met3.png
Scale: 3 px per µm.
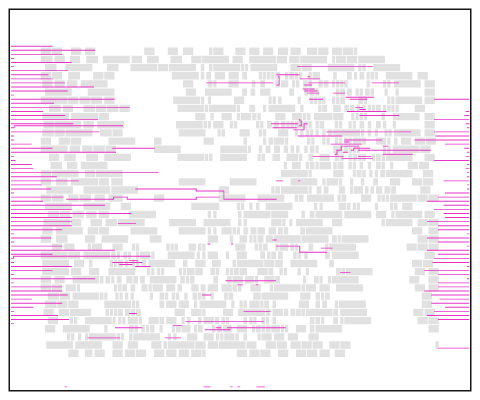
pins.png
Scale: 3 px per µm. Pins as bars across the die edge, other pins in grey.
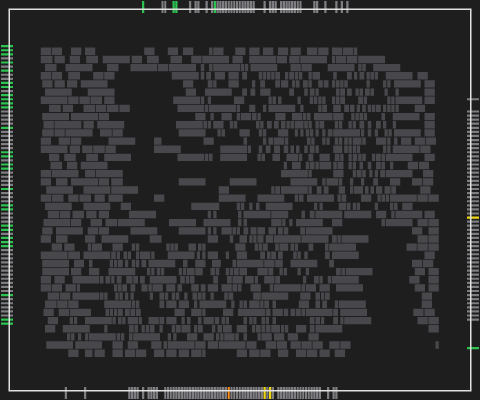
met2.png
Scale: 3 px per µm.
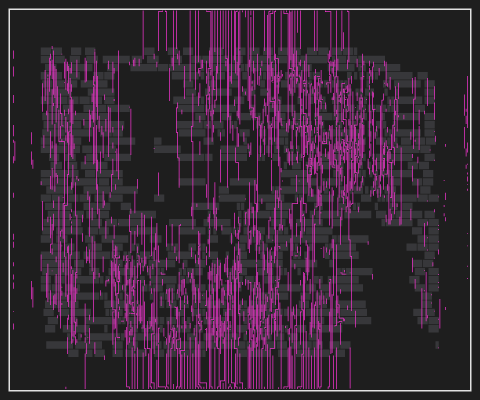
wire_density.png
Scale: 2 px per µm. The die is cut into 31 by 25 equal tiles; dark blue is low, red is high, scaled to the fullest tile. Values are wire area over tile area, all layers added.
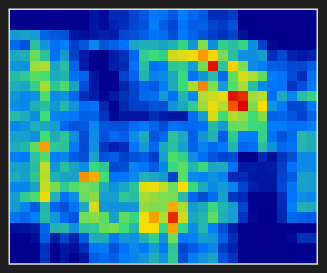
$ cat config.mk
export PLATFORM = sky130hd
export DESIGN_NAME = load_store_unit
export DESIGN_NICKNAME = d
export VERILOG_FILES = /design/src/rtl/load_store_unit.sv
export SDC_FILE = /design/constraint.sdc
export NUM_CORES = 1
export LEC_CHECK = 0
export ABC_AREA = 1
export CORE_ASPECT_RATIO = 0.8
export CORE_MARGIN = 10
export CORE_UTILIZATION = 40
export DETAILED_ROUTE_END_ITERATION = 8
export PLACE_DENSITY = 0.76
export SLEW_MARGIN = 20
export SYNTH_ARGS = -nofsm -noshare
export SYNTH_HDL_FRONTEND = slang
export SYNTH_SLANG_ARGS = --single-unit
$ cat constraint.sdc
create_clock -name clk -period 3.3 [get_ports clk]
set_input_delay 0.99 -clock clk [delete_from_list [all_inputs] [get_ports clk]]
set_output_delay 0.99 -clock clk [all_outputs]
set_load 0.01 [all_outputs]
$ cat src/rtl/load_store_unit.sv
// Load/store unit: alignment check, lane steering to a word-addressed data port,
// write handshake with the memory and sign/zero extension of load data.
module load_store_unit #(
  parameter int unsigned WORD_LEN = 32
) (
  input  logic                clk,
  input  logic                rst_n,
  input  logic                req_valid,
  output logic                req_ready,
  input  logic                req_wen,
  input  logic [2:0]          req_funct3,
  input  logic [WORD_LEN-1:0] req_addr,
  input  logic [WORD_LEN-1:0] req_wdata,
  output logic                resp_valid,
  output logic [WORD_LEN-1:0] resp_rdata,
  output logic                resp_misaligned,
  output logic [WORD_LEN-1:0] mem_d_addr,
  input  logic [WORD_LEN-1:0] mem_rdata,
  output logic                mem_wen,
  output logic [WORD_LEN-1:0] mem_wmask,
  output logic [WORD_LEN-1:0] mem_wdata,
  input  logic                mem_data_ready
);

  localparam int unsigned SHW = 5;

  localparam logic [2:0] S_IDLE    = 3'd0;
  localparam logic [2:0] S_LD_ADDR = 3'd1;
  localparam logic [2:0] S_LD_DATA = 3'd2;
  localparam logic [2:0] S_ST      = 3'd3;
  localparam logic [2:0] S_RESP    = 3'd4;

  logic [2:0]          state_q, state_d;
  logic [2:0]          funct3_q, funct3_d;
  logic [1:0]          off_q, off_d;

  logic                req_ready_d, resp_valid_d, resp_misaligned_d, mem_wen_d;
  logic [WORD_LEN-1:0] resp_rdata_d, mem_d_addr_d, mem_wmask_d, mem_wdata_d;

  logic                misaligned_c;
  logic [SHW-1:0]      req_shamt_c;
  logic [WORD_LEN-1:0] req_wmask_c;
  logic [WORD_LEN-1:0] lane_c;
  logic [WORD_LEN-1:0] load_ext_c;

  // Request-side decode: alignment check and write lane steering.
  always_comb begin
    req_shamt_c  = {req_addr[1:0], 3'b000};
    misaligned_c = 1'b0;
    req_wmask_c  = '1;
    unique case (req_funct3[1:0])
      2'b00: req_wmask_c = WORD_LEN'(8'hFF) << req_shamt_c;
      2'b01: begin
        req_wmask_c  = WORD_LEN'(16'hFFFF) << req_shamt_c;
        misaligned_c = req_addr[0];
      end
      default: misaligned_c = (req_addr[1:0] != 2'b00);
    endcase
  end

  // Load data extraction from the lane selected by the latched offset.
  always_comb begin
    lane_c = mem_rdata >> {off_q, 3'b000};
    unique case (funct3_q[1:0])
      2'b00: load_ext_c = funct3_q[2] ? {{(WORD_LEN-8){1'b0}}, lane_c[7:0]}
                                      : {{(WORD_LEN-8){lane_c[7]}}, lane_c[7:0]};
      2'b01: load_ext_c = funct3_q[2] ? {{(WORD_LEN-16){1'b0}}, lane_c[15:0]}
                                      : {{(WORD_LEN-16){lane_c[15]}}, lane_c[15:0]};
      default: load_ext_c = mem_rdata;
    endcase
  end

  // Next-state and next-output logic; every output is registered below.
  always_comb begin
    state_d           = state_q;
    funct3_d          = funct3_q;
    off_d             = off_q;
    resp_valid_d      = 1'b0;
    resp_rdata_d      = resp_rdata;
    resp_misaligned_d = resp_misaligned;
    mem_d_addr_d      = mem_d_addr;
    mem_wen_d         = mem_wen;
    mem_wmask_d       = mem_wmask;
    mem_wdata_d       = mem_wdata;

    unique case (state_q)
      S_IDLE: begin
        if (req_valid) begin
          funct3_d     = req_funct3;
          off_d        = req_addr[1:0];
          mem_d_addr_d = {req_addr[WORD_LEN-1:2], 2'b00};
          if (misaligned_c) begin
            state_d           = S_RESP;
            resp_valid_d      = 1'b1;
            resp_rdata_d      = '0;
            resp_misaligned_d = 1'b1;
          end else if (req_wen) begin
            state_d     = S_ST;
            mem_wen_d   = 1'b1;
            mem_wmask_d = req_wmask_c;
            mem_wdata_d = req_wdata << req_shamt_c;
          end else begin
            state_d = S_LD_ADDR;
          end
        end
      end
      S_LD_ADDR: state_d = S_LD_DATA;
      S_LD_DATA: begin
        state_d           = S_RESP;
        resp_valid_d      = 1'b1;
        resp_rdata_d      = load_ext_c;
        resp_misaligned_d = 1'b0;
      end
      S_ST: begin
        // Drop wen on the same edge the write completes so no second write starts.
        if (mem_data_ready) begin
          state_d           = S_RESP;
          mem_wen_d         = 1'b0;
          resp_valid_d      = 1'b1;
          resp_rdata_d      = '0;
          resp_misaligned_d = 1'b0;
        end
      end
      S_RESP:  state_d = S_IDLE;
      default: state_d = S_IDLE;
    endcase

    req_ready_d = (state_d == S_IDLE);
  end

  // State and output registers.
  always_ff @(posedge clk or negedge rst_n) begin
    if (!rst_n) begin
      state_q         <= S_IDLE;
      funct3_q        <= 3'b000;
      off_q           <= 2'b00;
      req_ready       <= 1'b1;
      resp_valid      <= 1'b0;
      resp_rdata      <= '0;
      resp_misaligned <= 1'b0;
      mem_d_addr      <= '0;
      mem_wen         <= 1'b0;
      mem_wmask       <= '0;
      mem_wdata       <= '0;
    end else begin
      state_q         <= state_d;
      funct3_q        <= funct3_d;
      off_q           <= off_d;
      req_ready       <= req_ready_d;
      resp_valid      <= resp_valid_d;
      resp_rdata      <= resp_rdata_d;
      resp_misaligned <= resp_misaligned_d;
      mem_d_addr      <= mem_d_addr_d;
      mem_wen         <= mem_wen_d;
      mem_wmask       <= mem_wmask_d;
      mem_wdata       <= mem_wdata_d;
    end
  end

endmodule
==> out/qor.yml <==
grt_usage_pct: 18.6
flop_cell: "dfrtp_1"
port_buffers: 233
pin_count: 236
area_growth_pct: 44.5
min_from: "resp_rdata[16]"
edf_count: 0
cts_made_buffers: 9
crit_slowest_cell: "clkdlybuf4s50_1"
hold_buffers: 0
drtIter0Drc: 385
required_ps: 3570
seqPwrFrac_pct: 33.0
seq_area_mm2: 0.00275
routed_wl_um: 18600
period_needed_ps: 2540
ant_nets: 0
yosysChipArea_mm2: 0.00569
postLayoutCoreUtil_pct: 59.8
r2r-start: "off_q[1]"
yosys_cells: 704
die_h_um: 127
rsz0062_at_grt: "no"
grt.overflow.total: 0
crit_top_cell: "nand2_1"
layout-drive-gt1-share_pct: 9.33
status: "finished, final reports clean"
max_freq_mhz: 394
clkPwrFrac_pct: 15.5
rows: 38
ys.flops: 110
tritoncts: "yes"
reg2reg_depth: 5
period_used_pct: 76.9
tightest_slew_ps: 846
hold_viol: 0
comb_area_mm2: 0.00234
finalSetupViolCount: 0
criticalPathCategory: "input port to register"
cp_data_arrival_time_ps: 2810
drv_slew: 0
largest_area_cell: "dfrtp_1"
p_sw_mw: 2.68
relSlewSlack_pct: 43.6
top_cells_by_area: "dfrtp_1 (48%), nand2_1 (18%), mux2_2 (5.9%)"
crit_start: "req_addr[1]"
irDropWorstVdd_uv: 426
swShare_pct: 38.3
leakage_nw: 3.88
r2r_slack_ps: 1230
top_area_share_pct: 48.0
synth.cell_area_mm2: 0.00569
start_kind: "input port"
clk_pin_slew_worst_paths_ps: 70
cts.sinks: 110
powerDensity_mw_per_mm2: 850
wl_per_cell_um: 17.2
hold_depth: 2
synth_cells: 704
post-cts-setup-buffers: 0
crit_path_max_fanout: 29
die_w_um: 153
place_congestion: 0.906
async_reset_ff_share_pct: 100
grt_max_degree: 54
dpl.hpwl_um: 14200
post_cts_resized: 0
crit_chain: "clkdlybuf4s50_1 > o21ai_0 > nand2_1 > nor2_2 > nand2_1 > buf_4 > buf_4 > nand2_1 > o21ai_1"
slowest_delay_ps: 640
maxCapViolCount: 0
Back to the opening pictures, met3.png:
The wires run mostly horizontal. The longest straight run is 49.0 µm. 176 nets have wire on it. The layer holds 12% of the routed length. The layer carries 2140 µm of wire.

Back to the opening pictures, pins.png:
Key: req_funct3 = yellow [pins 3, direction input, edge 2 south, 1 east]; req_valid = orange [pins 1, direction input, edge south]; mem_d_addr = green [pins 32, direction output, edge 27 west, 4 north, 1 east]
All pins by edge: 70 south, 69 west, 54 east, 43 north.

Back to the opening pictures, met2.png:
The wires run mostly vertical. The longest straight run is 43.6 µm. The layer holds 44% of the routed length. 784 nets have wire on it.

Back to the opening pictures, wire_density.png:
The emptiest ninth of the die: south-east. The mean over all tiles is 0.16. 14% of the tiles are nearly empty. The densest ninth of the die: south.

## power groups by stage
| stage | clock network (mW) | registers [mW] | logic (mW) |
|---|---|---|---|
| 4_1_cts | 1.10 | 2.31 | 3.65 |
| 6_report | 1.08 | 2.30 | 3.60 |
| 3_3_place_gp | 0 | 2.31 | 3.59 |
| 2_1_floorplan | 0 | 2.50 | 1.73 |
| 3_5_place_dp | 0 | 2.32 | 3.63 |
| 5_1_grt | 1.16 | 2.39 | 3.94 |
## worst max path at each step
stage	end
floorplan	mem_wdata[10]
global placement	mem_wdata[24]
detailed placement	mem_wdata[29]
CTS	mem_wdata[24]
global route	mem_wdata[24]
finish	mem_wdata[24]
## registers in the layout (all words and copies together) (netlist names), 2 cells and up
name	cells
off_q	2
mem_wmask	4
funct3_q	3
mem_wdata	32
state_q	3
resp_rdata	32
mem_d_addr	30
## metal layers
| metal | wire length (µm) | GRT usage, % | vias up |
|---|---|---|---|
| met5 | 0 | 0 | - |
| met4 | 309 | 4.87 | 0 |
| met3 | 2140 | 8.31 | 22 |
| met2 | 8160 | 27.4 | 254 |
| met1 | 7980 | 24.2 | 2398 |
| li1 | - | - | 2595 |
## logic make-up (layout without fill, tap and decap cells)
| family | after synthesis | in the layout | share of synthesized area (%) |
|---|---|---|---|
| simple gates | 366 | 366 | 26.6 |
| buf+inv | 111 | 306 | 10.6 |
| flops | 110 | 110 | 48.4 |
| compound gates | 86 | 86 | 8.32 |
| mux | 30 | 30 | 5.94 |
| other cells | 1 | 2 | 0.0659 |
## cells in the final DEF, fill, tap and decap left out, drive strengths merged
cell type / count
a21oi: 22
buf: 15
clkbuf: 10
clkdlybuf4s50: 232
clkinv: 3
clkinvlp: 1
conb: 2
dfrtp: 109
dfstp: 1
inv: 45
mux2: 30
nand2: 270
nand3: 46
nand3b: 1
nor2: 40
nor3: 3
o2111ai: 4
o211ai: 2
o21ai: 52
o32ai: 6
or2: 6
## synthesized netlist by cell type (2+ instances only)
master / instances
a21oi_1: 22
buf_2: 14
buf_4: 33
buf_6: 6
clkbuf_1: 14
dfrtp_1: 109
inv_1: 37
inv_2: 5
mux2_2: 30
nand2_1: 267
nand2_2: 2
nand3_1: 43
nand3_2: 2
nor2_1: 38
o2111ai_1: 4
o211ai_1: 2
o21ai_0: 42
o21ai_1: 10
o32ai_1: 6
or2_2: 6
## worst max-delay path, delay by kind of cell
kind | cells | cell delay (ps)
AND-OR/OR-AND | 2 | 240
buffers and inverters | 3 | 1250
AND/OR/NAND/NOR | 4 | 330
## layout make-up
class / count / share of cell area, %
Clock inverter: 6 / 0.640
Multi-Input combinational cell: 484 / 28.4
Inverter: 43 / 1.96
Clock buffer: 10 / 2.91
Tap cell: 180 / 2.74
Sequential cell: 110 / 33.5
Timing Repair Buffer: 247 / 29.8
## through the flow
stage               setup WS (ps)  hold WS (ps)  area [µm²]  cells  power, mW
CTS                           760           487        8220   1080       7.06
detailed placement            406           466        7920   1064       5.95
finish                        761           483        8220   1080       6.99
global route                  605           502        8220   1080       7.49
floorplan                    1360           507        5690    705       4.23
global placement              500           462        7920   1064       5.90
No activity file was given, so power comes from the tool's default toggle rates.
